**Run 1: sizing map**

Drawn at 6 px/um.
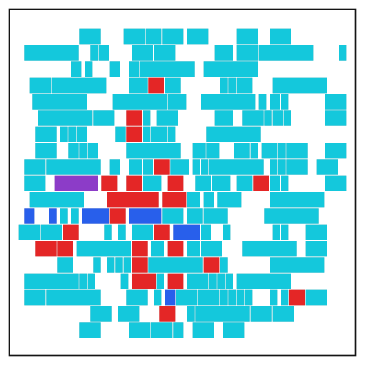
**Run 1: M1 wires**

Drawn at 10 px/um. Supply wires on this layer in gray.
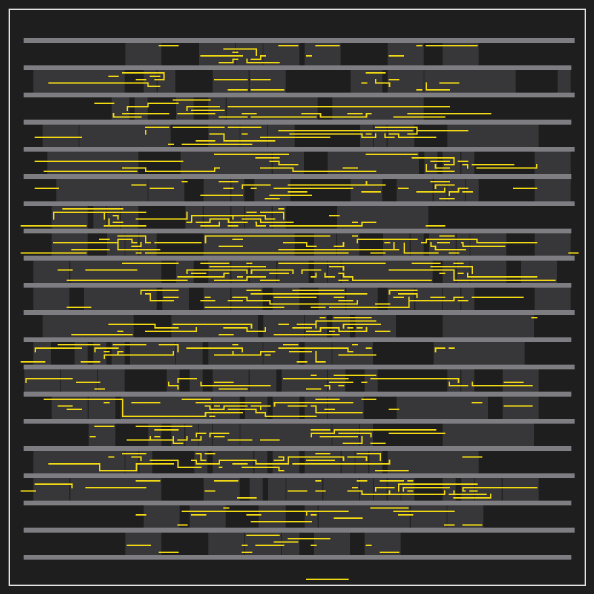
**Run 1: cell density map**

Drawn at 6 px/um. 11 x 11 tiles, from dark blue (low) to red (high), 0 to 100% covered.
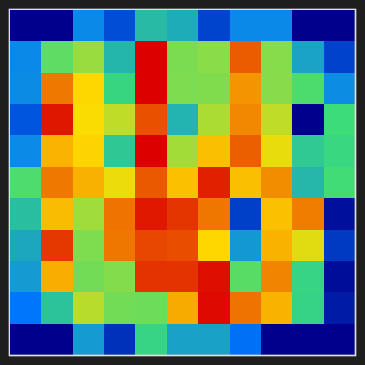
<file path="src/rtl/imm_extend_unit.sv">
// Pipelined immediate extender: sign/zero/upper-extends a 16-bit immediate field to DATA_WIDTH behind a valid/ready stage.
// Optional IMMX prefix support (wide immediates built from prefix bytes) is enabled by defining IMM_PREFIX_EN.
module imm_extend_unit #(
    parameter int DATA_WIDTH = 16,
    parameter int OP_WIDTH   = 8
) (
    input  logic                  clk,
    input  logic                  reset,
    input  logic                  flush,
    input  logic                  in_valid,
    output logic                  in_ready,
    input  logic [OP_WIDTH-1:0]   instructionOp,
    input  logic [15:0]           immediate,
    output logic                  out_valid,
    input  logic                  out_ready,
    output logic [DATA_WIDTH-1:0] extendedImmediate,
    output logic [OP_WIDTH-1:0]   out_op,
    output logic                  prefix_pending
);

    localparam logic [OP_WIDTH-1:0] OP_ADDI  = OP_WIDTH'(8'b01010000);
    localparam logic [OP_WIDTH-1:0] OP_SUBI  = OP_WIDTH'(8'b10010000);
    localparam logic [OP_WIDTH-1:0] OP_CMPI  = OP_WIDTH'(8'b10110000);
    localparam logic [OP_WIDTH-1:0] OP_BCOND = OP_WIDTH'(8'b11000000);
    localparam logic [OP_WIDTH-1:0] OP_LSHI0 = OP_WIDTH'(8'b10000000);
    localparam logic [OP_WIDTH-1:0] OP_LSHI1 = OP_WIDTH'(8'b10000001);
    localparam logic [OP_WIDTH-1:0] OP_LUI   = OP_WIDTH'(8'b11110000);

    typedef enum logic [1:0] {
        CLS_ZEXT  = 2'd0,
        CLS_SEXT8 = 2'd1,
        CLS_SEXT4 = 2'd2,
        CLS_UPPER = 2'd3
    } ext_class_t;

    function automatic ext_class_t classify(input logic [OP_WIDTH-1:0] op);
        case (op)
            OP_ADDI, OP_SUBI, OP_CMPI, OP_BCOND: classify = CLS_SEXT8;
            OP_LSHI0, OP_LSHI1:                  classify = CLS_SEXT4;
            OP_LUI:                              classify = CLS_UPPER;
            default:                             classify = CLS_ZEXT;
        endcase
    endfunction

    ext_class_t            w_class;
    logic [DATA_WIDTH-1:0] w_ext_normal;
    logic [DATA_WIDTH-1:0] w_result;
    logic                  w_accept;
    logic                  w_produce;
    logic                  w_unused_imm_hi;
    logic                  r_out_valid;
    logic [DATA_WIDTH-1:0] r_ext;
    logic [OP_WIDTH-1:0]   r_out_op;

    assign w_unused_imm_hi = ^immediate[15:8];
    assign in_ready        = !r_out_valid || out_ready;
    assign w_accept        = in_valid && in_ready && !flush;

    // Plain extension of the immediate according to the opcode class
    always_comb begin
        w_class      = classify(instructionOp);
        w_ext_normal = '0;
        case (w_class)
            CLS_SEXT8: w_ext_normal = {{(DATA_WIDTH-8){immediate[7]}}, immediate[7:0]};
            CLS_SEXT4: w_ext_normal = {{(DATA_WIDTH-4){immediate[3]}}, immediate[3:0]};
            CLS_UPPER: w_ext_normal = DATA_WIDTH'({immediate[7:0], 8'h00});
            default:   w_ext_normal = DATA_WIDTH'(immediate[7:0]);
        endcase
    end

`ifdef IMM_PREFIX_EN
    localparam int                  PW      = DATA_WIDTH - 8;
    localparam logic [OP_WIDTH-1:0] OP_IMMX = OP_WIDTH'(8'b11110001);

    typedef enum logic {
        ST_IDLE     = 1'b0,
        ST_PREFIXED = 1'b1
    } state_t;

    state_t          r_state;
    state_t          w_state_next;
    logic [PW-1:0]   r_prefix;
    logic [PW-1:0]   w_prefix_next;
    logic [PW-1:0]   w_prefix_shift;
    logic            w_is_immx;

    assign w_is_immx      = (instructionOp == OP_IMMX);
    assign w_produce      = w_accept && !w_is_immx;
    assign prefix_pending = (r_state == ST_PREFIXED);

    // Older prefix bytes fall off the top; no overflow indication
    generate
        if (PW == 8) begin : g_prefix_byte
            assign w_prefix_shift = immediate[7:0];
        end else begin : g_prefix_wide
            assign w_prefix_shift = {r_prefix[PW-9:0], immediate[7:0]};
        end
    endgenerate

    // Prefix FSM state and prefix byte register
    always_ff @(posedge clk or posedge reset) begin
        if (reset) begin
            r_state  <= ST_IDLE;
            r_prefix <= '0;
        end else begin
            r_state  <= w_state_next;
            r_prefix <= w_prefix_next;
        end
    end

    // Prefix FSM next state and next prefix value
    always_comb begin
        w_state_next  = r_state;
        w_prefix_next = r_prefix;
        if (flush) begin
            w_state_next  = ST_IDLE;
            w_prefix_next = '0;
        end else if (w_accept && w_is_immx) begin
            w_state_next  = ST_PREFIXED;
            w_prefix_next = w_prefix_shift;
        end else if (w_accept) begin
            w_state_next  = ST_IDLE;
            w_prefix_next = '0;
        end else begin
            w_state_next  = r_state;
            w_prefix_next = r_prefix;
        end
    end

    // Prefixed SEXT8/ZEXT ops concatenate the prefix verbatim; SEXT4/UPPER ignore it
    always_comb begin
        w_result = w_ext_normal;
        if ((r_state == ST_PREFIXED) && ((w_class == CLS_SEXT8) || (w_class == CLS_ZEXT))) begin
            w_result = {r_prefix, immediate[7:0]};
        end else begin
            w_result = w_ext_normal;
        end
    end
`else
    assign w_produce      = w_accept;
    assign w_result       = w_ext_normal;
    assign prefix_pending = 1'b0;
`endif

    // Output stage: load on accept, drain on consume, hold under backpressure
    always_ff @(posedge clk or posedge reset) begin
        if (reset) begin
            r_out_valid <= 1'b0;
            r_ext       <= '0;
            r_out_op    <= '0;
        end else if (flush) begin
            r_out_valid <= 1'b0;
        end else if (w_produce) begin
            r_out_valid <= 1'b1;
            r_ext       <= w_result;
            r_out_op    <= instructionOp;
        end else if (out_ready) begin
            r_out_valid <= 1'b0;
        end else begin
            r_out_valid <= r_out_valid;
        end
    end

    assign out_valid         = r_out_valid;
    assign extendedImmediate = r_ext;
    assign out_op            = r_out_op;

endmodule

</file>
<file path="config.mk">
export PLATFORM = sky130hd
export DESIGN_NAME = imm_extend_unit
export DESIGN_NICKNAME = d
export VERILOG_FILES = /design/src/rtl/imm_extend_unit.sv
export SDC_FILE = /design/constraint.sdc
export NUM_CORES = 1
export LEC_CHECK = 0
export CORE_UTILIZATION = 40
export DETAILED_ROUTE_END_ITERATION = 8
export PLACE_DENSITY_LB_ADDON = 0.3
export SYNTH_ARGS = -nofsm -noshare
export SYNTH_HDL_FRONTEND = slang
export SYNTH_SLANG_ARGS = --single-unit
</file>
<file path="constraint.sdc">
create_clock -name clk -period 2.2 [get_ports clk]
set_input_delay 0.66 -clock clk [delete_from_list [all_inputs] [get_ports clk]]
set_output_delay 0.66 -clock clk [all_outputs]
set_load 0.005 [all_outputs]
</file>
==> flow_summary_export.csv, run 1 <==
group,metric,value,unit
final_layout,finalNonFillerCells,222,
yosys,synth_area_per_cell,9.46,um2
yosys,logic_family,"simple AND/OR/NAND/NOR gates",
worst_setup_path,required,1.54,ns
job,warning_count,34,
yosys,syn_inst,130,
final_layout,nets,221,
global_routing,grt_use_total,20.0,%
sta,setup_violations,0,
final_layout,logic_gates,96,
clocking,htree_levels,1,
floorplanning,die_y,57.5,um
drt,first_pass_iters,7,
global_routing,grt_pass1_vias,1159,
drt,drcViolationCount,4,
final_layout,nonClkBufAreaFrac,32.1,%
floorplanning,ioPinCount,56,
worst_setup_path,crit_family,"buffers and inverters",
global_routing,grt_use_met3,2.49,%
placed_design,pre_cts_ws,-0.295,ns
sta,rsz0062_at_grt,"false",
yosys,synth_cell_types,33,
power,p_leak,0.790,nW
placed_design,dp.cells,218,
worst_setup_path,crit_cells,4,
yosys,synth_nets,159,
worst_setup_path,criticalPathCategory,"input port to primary output",
worst_setup_path,startpoint,"out_ready",
sta,slew_violations,0,
worst_setup_path,r2r_end,"extendedImmediate[9]$_DFFE_PP0P_",
clocking,clk_path_buf_depth,2,
drt,initialDrtViolationCount,56,
power,pg_seq,535,uW
drt,wl_met1,1350,um
clocking,cts_root_buf,"clkbuf_4",
drt,dr_wl_met3,114,um
floorplanning,rows,19,
yosys,synth.most_common_cell,"nand2_1",
power,pwr-share-comb,26.9,%
min_path,hold_class,"flop to flop",
yosys,yosysCellCount,130,
placed_design,port_buffers,46,
drt,wl,3090,um
yosys,xor_area_share,0,%
global_routing,antenna_found_initial,0,
placed_design,placed_cell_area,1840,um2
worst_setup_path,crit_chain,"clkdlybuf4s50_1, and2b_4, inv_2, buf_2",
final_layout,drive_gt1_share,15.7,%
global_routing,grtUsageMet1,25.4,%
drt,ant_nets,0,
sta,hold_viol,0,
yosys,synthFlopType,"dfrtp_1",
worst_setup_path,start_kind,"input port",
final_layout,n_fill_cell,233,
status,status,"complete, but fails checks",
clocking,cts_resized,4,
yosys,synth-area-yosys,1230,um2
yosys,yosys.stat.seqShare,50.9,%
worst_setup_path,crit_fanout,2,
power,power_frac_clock,20.5,%
global_routing,grt_max_degree,32,
power,power,1.02,mW
final_layout,flop-count,25,
status,violations,"DRC",
yosys,synth-adder-area-share,0,%
power,netSwitchingFraction,26.8,%
final_layout,n_antenna_cell,0,
clocking,postCtsSetupRepairBufs,0,
yosys,aoi_share,18.0,%
global_routing,top_usage_layer,"met2",
global_routing,gr-total-overflow,0,
final_layout,comb_share,30.1,%
clocking,tritoncts,"yes",
yosys,synth_flops,25,
worst_setup_path,r2r_start,"out_valid$_DFFE_PP0P_",
final_layout,largest_cell_class,"sequential cells",
floorplanning,fp-utilization,43.5,%
global_routing,grt_pass1_wl,5140,um
floorplanning,core_area,2830,um2
worst_setup_path,endpoint,"in_ready",
yosys,netlist_area,1230,um2
floorplanning,dieArea,3300,um2
sta,final.min_clock_period,2.11,ns
power,power.internal,745,uW
final_layout,final_core_util,65.7,%
Back to the opening pictures, 'sizing map':
Key: x6 and larger = purple [cells 1]; x1 and smaller = cyan [cells 161]; x3 and x4 = red [cells 23]; x2 = blue [cells 6]
final worst setup slack: 0.0930 ns
Non-Clock Buffer Count: 63
Finished Cell Area: 1860 um2

Back to the opening pictures, 'M1 wires':
The layer holds 44% of the routed length. The layer carries 1,350 um of wire. The longest straight run is 22.1 um. 185 nets have wire on it. The wires run mostly horizontal.

Back to the opening pictures, 'cell density map':
36% of the tiles are over 75% full. 8.3% of the tiles are nearly empty. The fullest tile reaches 100%. The mean over all tiles is 55%. The densest ninth of the die: center.

==> run 1 -> run 2 <==
--- a/config.mk
+++ b/config.mk
@@ -7,7 +7,8 @@
 export LEC_CHECK = 0
 export CORE_UTILIZATION = 40
 export DETAILED_ROUTE_END_ITERATION = 8
-export PLACE_DENSITY_LB_ADDON = 0.3
+export PLACE_DENSITY = 0.76
+export SLEW_MARGIN = 20
 export SYNTH_ARGS = -nofsm -noshare
 export SYNTH_HDL_FRONTEND = slang
 export SYNTH_SLANG_ARGS = --single-unit
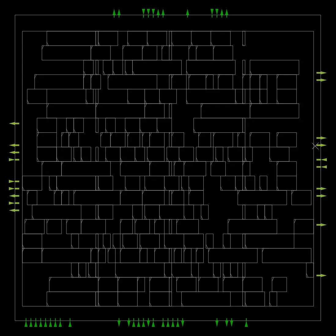
**Above:** run 2 (cell outlines without signal wires).
FP Rows: 19
flip-flops: 25
Non-Filler Instances: 221

==> flow_summary_export.csv, run 2 <==
group,metric,value,unit
status,status,"complete, but fails checks",
status,violations,"DRC",
drt,drcViolationCount,1,
sta,final.min_clock_period,2.12,ns
clocking,htree_levels,1,
worst_setup_path,crit_fanout,2,
floorplanning,die_y,57.5,um
worst_setup_path,criticalPathCategory,"input port to primary output",
floorplanning,fp-utilization,43.5,%
drt,wl,3000,um
worst_setup_path,required,1.54,ns
worst_setup_path,r2r_start,"out_valid$_DFFE_PP0P_",
sta,rsz0062_at_grt,"false",
final_layout,logic_gates,96,
worst_setup_path,crit_chain,"clkdlybuf4s50_1, and2b_4, inv_2, buf_2",
yosys,yosysCellCount,130,
power,pg_seq,535,uW
final_layout,n_antenna_cell,0,
clocking,clk_path_buf_depth,2,
drt,first_pass_iters,6,
sta,slew_violations,0,
final_layout,nonClkBufAreaFrac,31.8,%
clocking,tritoncts,"yes",
yosys,synth_cell_types,33,
final_layout,final_cell_area,1850,um2
drt,ant_nets,0,
final_layout,nets,220,
yosys,synth-adder-area-share,0,%
yosys,syn_inst,130,
yosys,netlist_area,1230,um2
yosys,synth_flops,25,
global_routing,grt_use_met3,1.59,%
worst_setup_path,r2r_end,"extendedImmediate[14]$_DFFE_PP0P_",
placed_design,port_buffers,46,
power,pwr-share-comb,26.7,%
yosys,yosys.stat.seqShare,50.9,%
drt,dr_wl_met3,121,um
power,p_leak,0.783,nW
placed_design,dp.cells,217,
worst_setup_path,startpoint,"out_ready",
yosys,logic_family,"simple AND/OR/NAND/NOR gates",
job,warning_count,34,
worst_setup_path,start_kind,"input port",
final_layout,final_core_util,65.4,%
yosys,synth-area-yosys,1230,um2
worst_setup_path,crit_cells,4,
yosys,aoi_share,18.0,%
final_layout,drive_gt1_share,15.3,%
final_layout,nNonClkBuffers,62,
global_routing,grt_pass1_wl,4860,um
worst_setup_path,crit_family,"buffers and inverters",
global_routing,gr-total-overflow,0,
floorplanning,core_area,2830,um2
clocking,postCtsSetupRepairBufs,0,
placed_design,pre_cts_ws,-0.298,ns
yosys,synthFlopType,"dfrtp_1",
yosys,synth_nets,159,
power,netSwitchingFraction,26.7,%
min_path,hold_class,"flop to flop",
sta,setup_violations,0,
global_routing,grt_use_total,19.0,%
yosys,synth_area_per_cell,9.46,um2
clocking,cts_root_buf,"clkbuf_4",
power,power_frac_clock,20.6,%
global_routing,grtUsageMet1,24.6,%
global_routing,grt_max_degree,32,
power,power.internal,743,uW
worst_setup_path,endpoint,"in_ready",
floorplanning,dieArea,3300,um2
final_layout,comb_share,30.2,%
clocking,cts_resized,4,
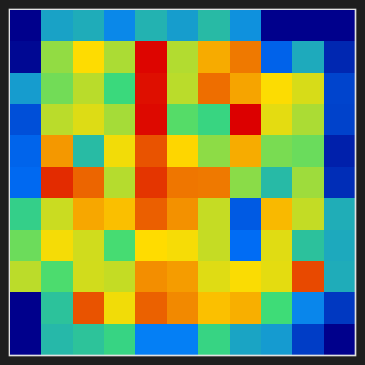
**Above:** run 2 (cell density map).
Drawn at 6 px/um. 11 x 11 tiles, from dark blue (low) to red (high), 0 to 100% covered.
The fullest tile reaches 100%. The emptiest ninth of the die: north-east. 26% of the tiles are over 75% full. The mean over all tiles is 55%. The densest ninth of the die: center. 6.6% of the tiles are nearly empty.

Power and IR drop assume default switching activity.
